### src/rtl/cpu_mem_responder_if.sv
// CPU-side memory bus: request (en/rdwr/addr/wdata) and registered read data.
// The CPU drives the master modport; the memory responder takes the slave modport.
interface cpu_mem_responder_if #(
  parameter int unsigned AW = 12
);
  logic          en;
  logic          rdwr;
  logic [AW-1:0] addr;
  logic [15:0]   wdata;
  logic [15:0]   rdata;

  modport master (output en, rdwr, addr, wdata, input rdata);
  modport slave  (input en, rdwr, addr, wdata, output rdata);
endinterface

### src/rtl/cpu_mem_responder.sv
// On-chip word memory answering CPU reads (1-cycle latency) and writes, plus a
// byte-serial loader that fills the array while load_en holds the CPU in reset.
module cpu_mem_responder #(
  parameter int unsigned DEPTH = 256,
  parameter int unsigned AW    = 12
) (
  input  logic                     clk,
  input  logic                     rst,
  cpu_mem_responder_if.slave       bus,
  input  logic                     load_en,
  input  logic                     load_valid,
  input  logic [7:0]               load_byte,
  output logic [AW-1:0]            load_ptr,
  output logic                     load_wrap
);

  localparam int unsigned PW = $clog2(DEPTH);

  typedef enum logic {L_HI, L_LO} load_state_t;

  logic [15:0]   r_mem [DEPTH];
  logic [15:0]   r_rdata;
  logic [PW-1:0] r_ptr;
  logic          r_wrap;
  logic [7:0]    r_hi;
  logic          r_load_en_d;
  load_state_t   r_state, w_state_n;

  logic          w_in_range;
  logic          w_rise;
  logic          w_hi_ld;
  logic          w_commit;
  logic          w_cpu_rd;
  logic          w_cpu_wr;
  logic          w_we;
  logic [PW-1:0] w_waddr;
  logic [15:0]   w_wdata;

  assign w_in_range = (32'(bus.addr) < DEPTH);
  assign w_rise     = load_en & ~r_load_en_d;
  assign w_cpu_rd   = ~load_en & bus.en & ~bus.rdwr;
  assign w_cpu_wr   = ~load_en & bus.en & bus.rdwr & w_in_range;

  // A strobe on the load_en rising cycle is always the high byte, whatever
  // state the FSM was left in.
  always_comb begin
    w_state_n = r_state;
    w_hi_ld   = 1'b0;
    w_commit  = 1'b0;
    if (!load_en) begin
      w_state_n = L_HI;
    end else if (load_valid) begin
      if (w_rise || r_state == L_HI) begin
        w_hi_ld   = 1'b1;
        w_state_n = L_LO;
      end else begin
        w_commit  = 1'b1;
        w_state_n = L_HI;
      end
    end else if (w_rise) begin
      w_state_n = L_HI;
    end
  end

  always_ff @(posedge clk or posedge rst) begin
    if (rst) begin
      r_state     <= L_HI;
      r_load_en_d <= 1'b0;
      r_hi        <= '0;
      r_ptr       <= '0;
      r_wrap      <= 1'b0;
    end else begin
      r_state     <= w_state_n;
      r_load_en_d <= load_en;
      if (w_hi_ld) r_hi <= load_byte;
      if (w_rise) begin
        r_ptr  <= '0;
        r_wrap <= 1'b0;
      end else if (w_commit) begin
        r_ptr <= r_ptr + PW'(1);
        if (r_ptr == PW'(DEPTH - 1)) r_wrap <= 1'b1;
      end
    end
  end

  // Loader and CPU writes never coincide: CPU requests are gated by load_en.
  assign w_we    = w_commit | w_cpu_wr;
  assign w_waddr = w_commit ? r_ptr : bus.addr[PW-1:0];
  assign w_wdata = w_commit ? {r_hi, load_byte} : bus.wdata;

  always_ff @(posedge clk) begin
    if (w_we) r_mem[w_waddr] <= w_wdata;
  end

  always_ff @(posedge clk or posedge rst) begin
    if (rst) begin
      r_rdata <= '0;
    end else if (w_cpu_rd) begin
      r_rdata <= w_in_range ? r_mem[bus.addr[PW-1:0]] : '0;
    end
  end

  assign bus.rdata = r_rdata;
  assign load_ptr  = AW'(r_ptr);
  assign load_wrap = r_wrap;

endmodule
### src/flat_wrapper.sv
// flat-port wrapper written by rule: the top's interface ports become plain ports
module cpu_mem_responder_flat 
#(
  parameter int unsigned DEPTH = 256,
  parameter int unsigned AW    = 12
)
  (clk, rst, load_en, load_valid, load_byte, load_ptr, load_wrap, bus_en, bus_rdwr, bus_addr, bus_wdata, bus_rdata);
  cpu_mem_responder_if #(.AW(AW)) bus_i ();
  input  logic clk;
  input  logic rst;
  input  logic load_en;
  input  logic load_valid;
  input  logic [7:0] load_byte;
  output logic [AW-1:0] load_ptr;
  output logic load_wrap;
  input wire logic [$bits(bus_i.en)-1:0] bus_en;
  input wire logic [$bits(bus_i.rdwr)-1:0] bus_rdwr;
  input wire logic [$bits(bus_i.addr)-1:0] bus_addr;
  input wire logic [$bits(bus_i.wdata)-1:0] bus_wdata;
  output wire logic [$bits(bus_i.rdata)-1:0] bus_rdata;
  assign bus_i.en = bus_en;
  assign bus_i.rdwr = bus_rdwr;
  assign bus_i.addr = bus_addr;
  assign bus_i.wdata = bus_wdata;
  assign bus_rdata = bus_i.rdata;
  cpu_mem_responder #(.DEPTH(DEPTH), .AW(AW)) u_core (.clk(clk), .rst(rst), .bus(bus_i), .load_en(load_en), .load_valid(load_valid), .load_byte(load_byte), .load_ptr(load_ptr), .load_wrap(load_wrap));
endmodule
### config.mk
export PLATFORM = sky130hd
export DESIGN_NAME = cpu_mem_responder_flat
export DESIGN_NICKNAME = d
export VERILOG_FILES = /design/src/rtl/cpu_mem_responder_if.sv /design/src/rtl/cpu_mem_responder.sv /design/src/flat_wrapper.sv
export SDC_FILE = /design/constraint.sdc
export NUM_CORES = 2
export LEC_CHECK = 0
export CORE_UTILIZATION = 50
export DETAILED_ROUTE_END_ITERATION = 16
export PLACE_DENSITY = 0.75
export SLEW_MARGIN = 5
export SYNTH_ARGS = -nofsm -noshare
export SYNTH_HDL_FRONTEND = slang
export SYNTH_SLANG_ARGS = --single-unit
### constraint.sdc
create_clock -name clk -period 5.8 [get_ports clk]
set_clock_uncertainty 0.15 [all_clocks]
set_input_delay 0.58 -clock clk [delete_from_list [all_inputs] [get_ports clk]]
set_output_delay 0.58 -clock clk [all_outputs]
set_load 0.005 [all_outputs]
clock_nets.png
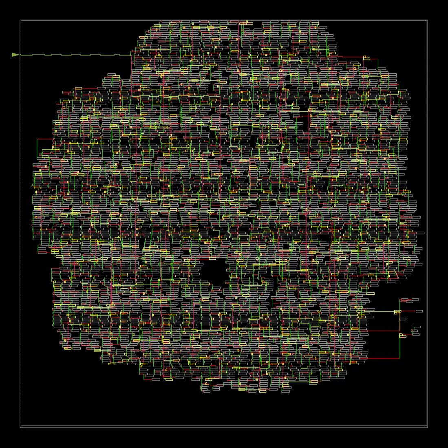
Num Clock Sinks: 4131
flip-flop and latch count: 4131
CTS Buf Count: 397
Worst-Skew Late Latency: 0.95 ns

m4.png
Cells faint in the background.
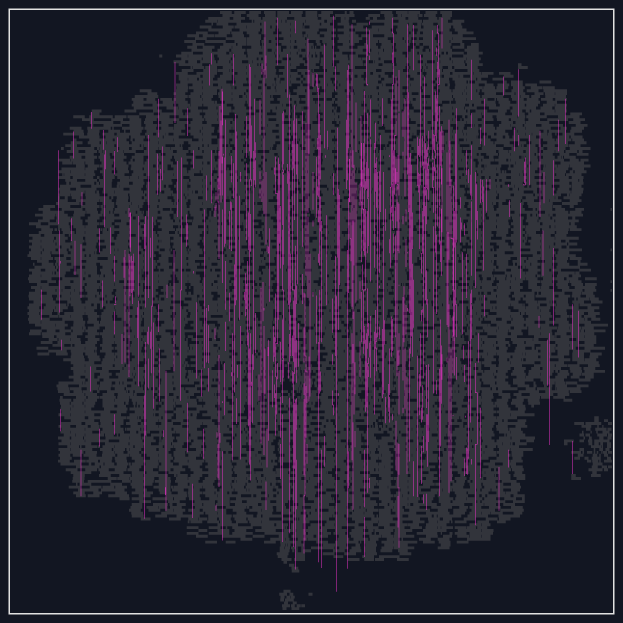
The wires run mostly vertical. 352 nets have wire on it. The layer holds 6.6% of the routed length. The layer carries 30.0 mm of wire. The longest straight run is 299 um.
final WL: 456100 um
vias post-DR: 85.46k

route_heat.png
The die is cut into 28 by 28 equal tiles; dark blue is low, red is high, scaled to the fullest tile. Values are wire area over tile area, all layers added.
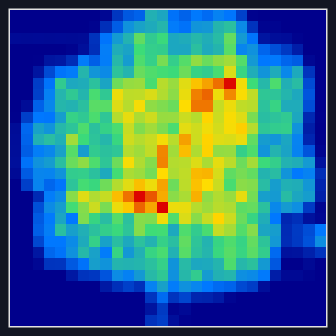
28% of the tiles are over half the peak. 23% of the tiles are nearly empty. The densest ninth of the die: center. The mean over all tiles is 0.26.
aggregate global-route resource usage: 27.99%
post-detailed-route wirelength per cell: 36.00 um

clock_wires.png
Scale bar: 200 um.
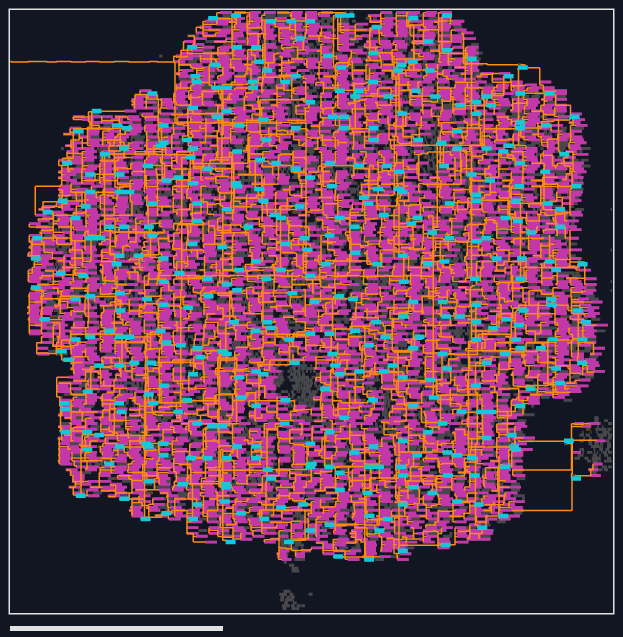
Key: flip-flops = magenta [count 4131]; clock-net drivers = cyan [count 397]; clock wires = orange [length 43.1 mm]
There are 398 routed clock nets.
clock group total power: 25.7 mW
part of the total power dissipated in the clock network: 41.4%

class_map.png
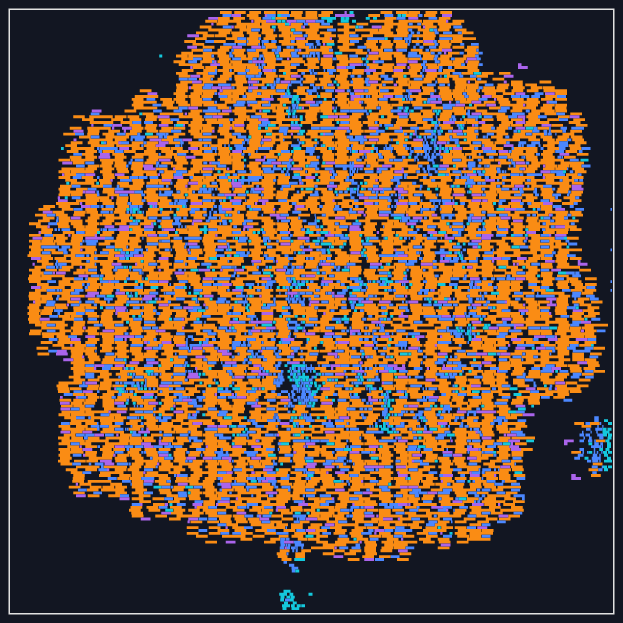
Key: clock drivers and dummy loads = purple [cells 727]; remaining logic cells = blue [cells 2950]; remaining buffers and delay cells = cyan [cells 663]; sequential cells = orange [cells 4131]
final instance area: 0.1814 mm2
fraction of standard cell area that is sequential: 68.28%

[routing by layer]
layer  vias to the layer above  global-route usage, %  share of wire [%]
met5                         -                 0.5057              0.096
met4                        32                  16.32                6.6
met3                      1311                  7.667                 14
met1                     43940                  36.53                 34
met2                      7389                  42.44                 46
li1                      32790                      -                  -
[Yosys cell counts (all sizes together), types with 8 or more instances]
cell	n
edfxtp	4096
mux4	851
mux2i	406
nor2	358
buf	279
nand2	270
o22ai	179
clkbuf	173
a22oi	108
a21oi	106
o221ai	73
nand3	71
nor3	70
o21ai	61
a211oi	44
nor2b	37
a31oi	36
dfrtp	35
a311oi	30
nor4	30
mux2	28
o41ai	24
a221oi	23
nand2b	15
nand4	14
o31ai	11
a22o	10
and2	9
nand3b	8
or3	8
==> changes_impl.md <==
## Implementation

- Final Hold Slack: 0.09246 ns
- Half-perimeter wire length after detailed placement: 274300 um
- Final Slew Violations: 3
- Netlist area before placement: 0.1595 mm2
- Max frequency: 207.4 MHz
- Max H-tree Level: 5
- Ao+oa area frac: 3.233%
- Cell type of the slowest stage on the worst timing path: clkdlybuf4s50_1
- Worst setup timing slack at the placement stage: 0.06900 ns
- Fillcell total: 21.87k
- Power Total: 62.08 mW
- Number of primary I/O pins: 71
- Placer congestion estimate: 0.9273
- Unrepaired setup endpoints after global routing: no
- Failing checks: max-capacitance violations, max-slew violations
- Internal power: 48.48 mW
- Ant diodes: 18
- Tap cells: 4180
- Biggest power consumer among the groups: sequential cells
- Hold-fix buffers, CTS: 0
- Kind of cell adding the most delay to the critical path: simple AND/OR/NAND/NOR gates
- Most used flip-flop cell: edfxtp_1
- Required time reported for the critical path endpoint: 6.46 ns
- Register-to-Register Setup Slack: 1.80 ns
- Number of violations of the max-capacitance limit: 1
- Routed via count divided by cell count: 6.746
- Comb area share: 18.32%
- Critical Path Stages: 9
- Non-clock buffer count: 663
- Flip-flop and latch power: 33.0 mW
- Status: finished, violations left
- Mux cell area share: 14.76%
- Synthesis area per yosys: 0.1595 mm2
- Inst Count DP: 11.92k
- Total power per unit cell area: 342.2 mW/mm2
- Final routed DRC violation total: 0
- Worst setup EP type: flop
- Top cells by area: edfxtp_1 (77%), mux4_2 (12%), mux2i_1 (2.5%)
- Area growth from synthesis to final layout: 13.74%
- Adder-cell area share of the yosys netlist: 0.007844%
- Flip-flop count of the largest register after layout: 4096
- Slowest stage delay, CP: 1.11 ns
- Post-synthesis cell type count: 65
- Most frequent logic cell in the layout: edfxtp_1
- Max rail drop VDD: 280.7 uV
- Via count of the first global-routing pass: 83.51k
- Reg2Reg Capture Point: u_core.r_mem[117][12]
- Number of DRC violations after detailed-routing iteration 0: 14.64k
- Area of the multi-input gates: 0.03324 mm2
No activity file was given, so power comes from the tool's default toggle rates.
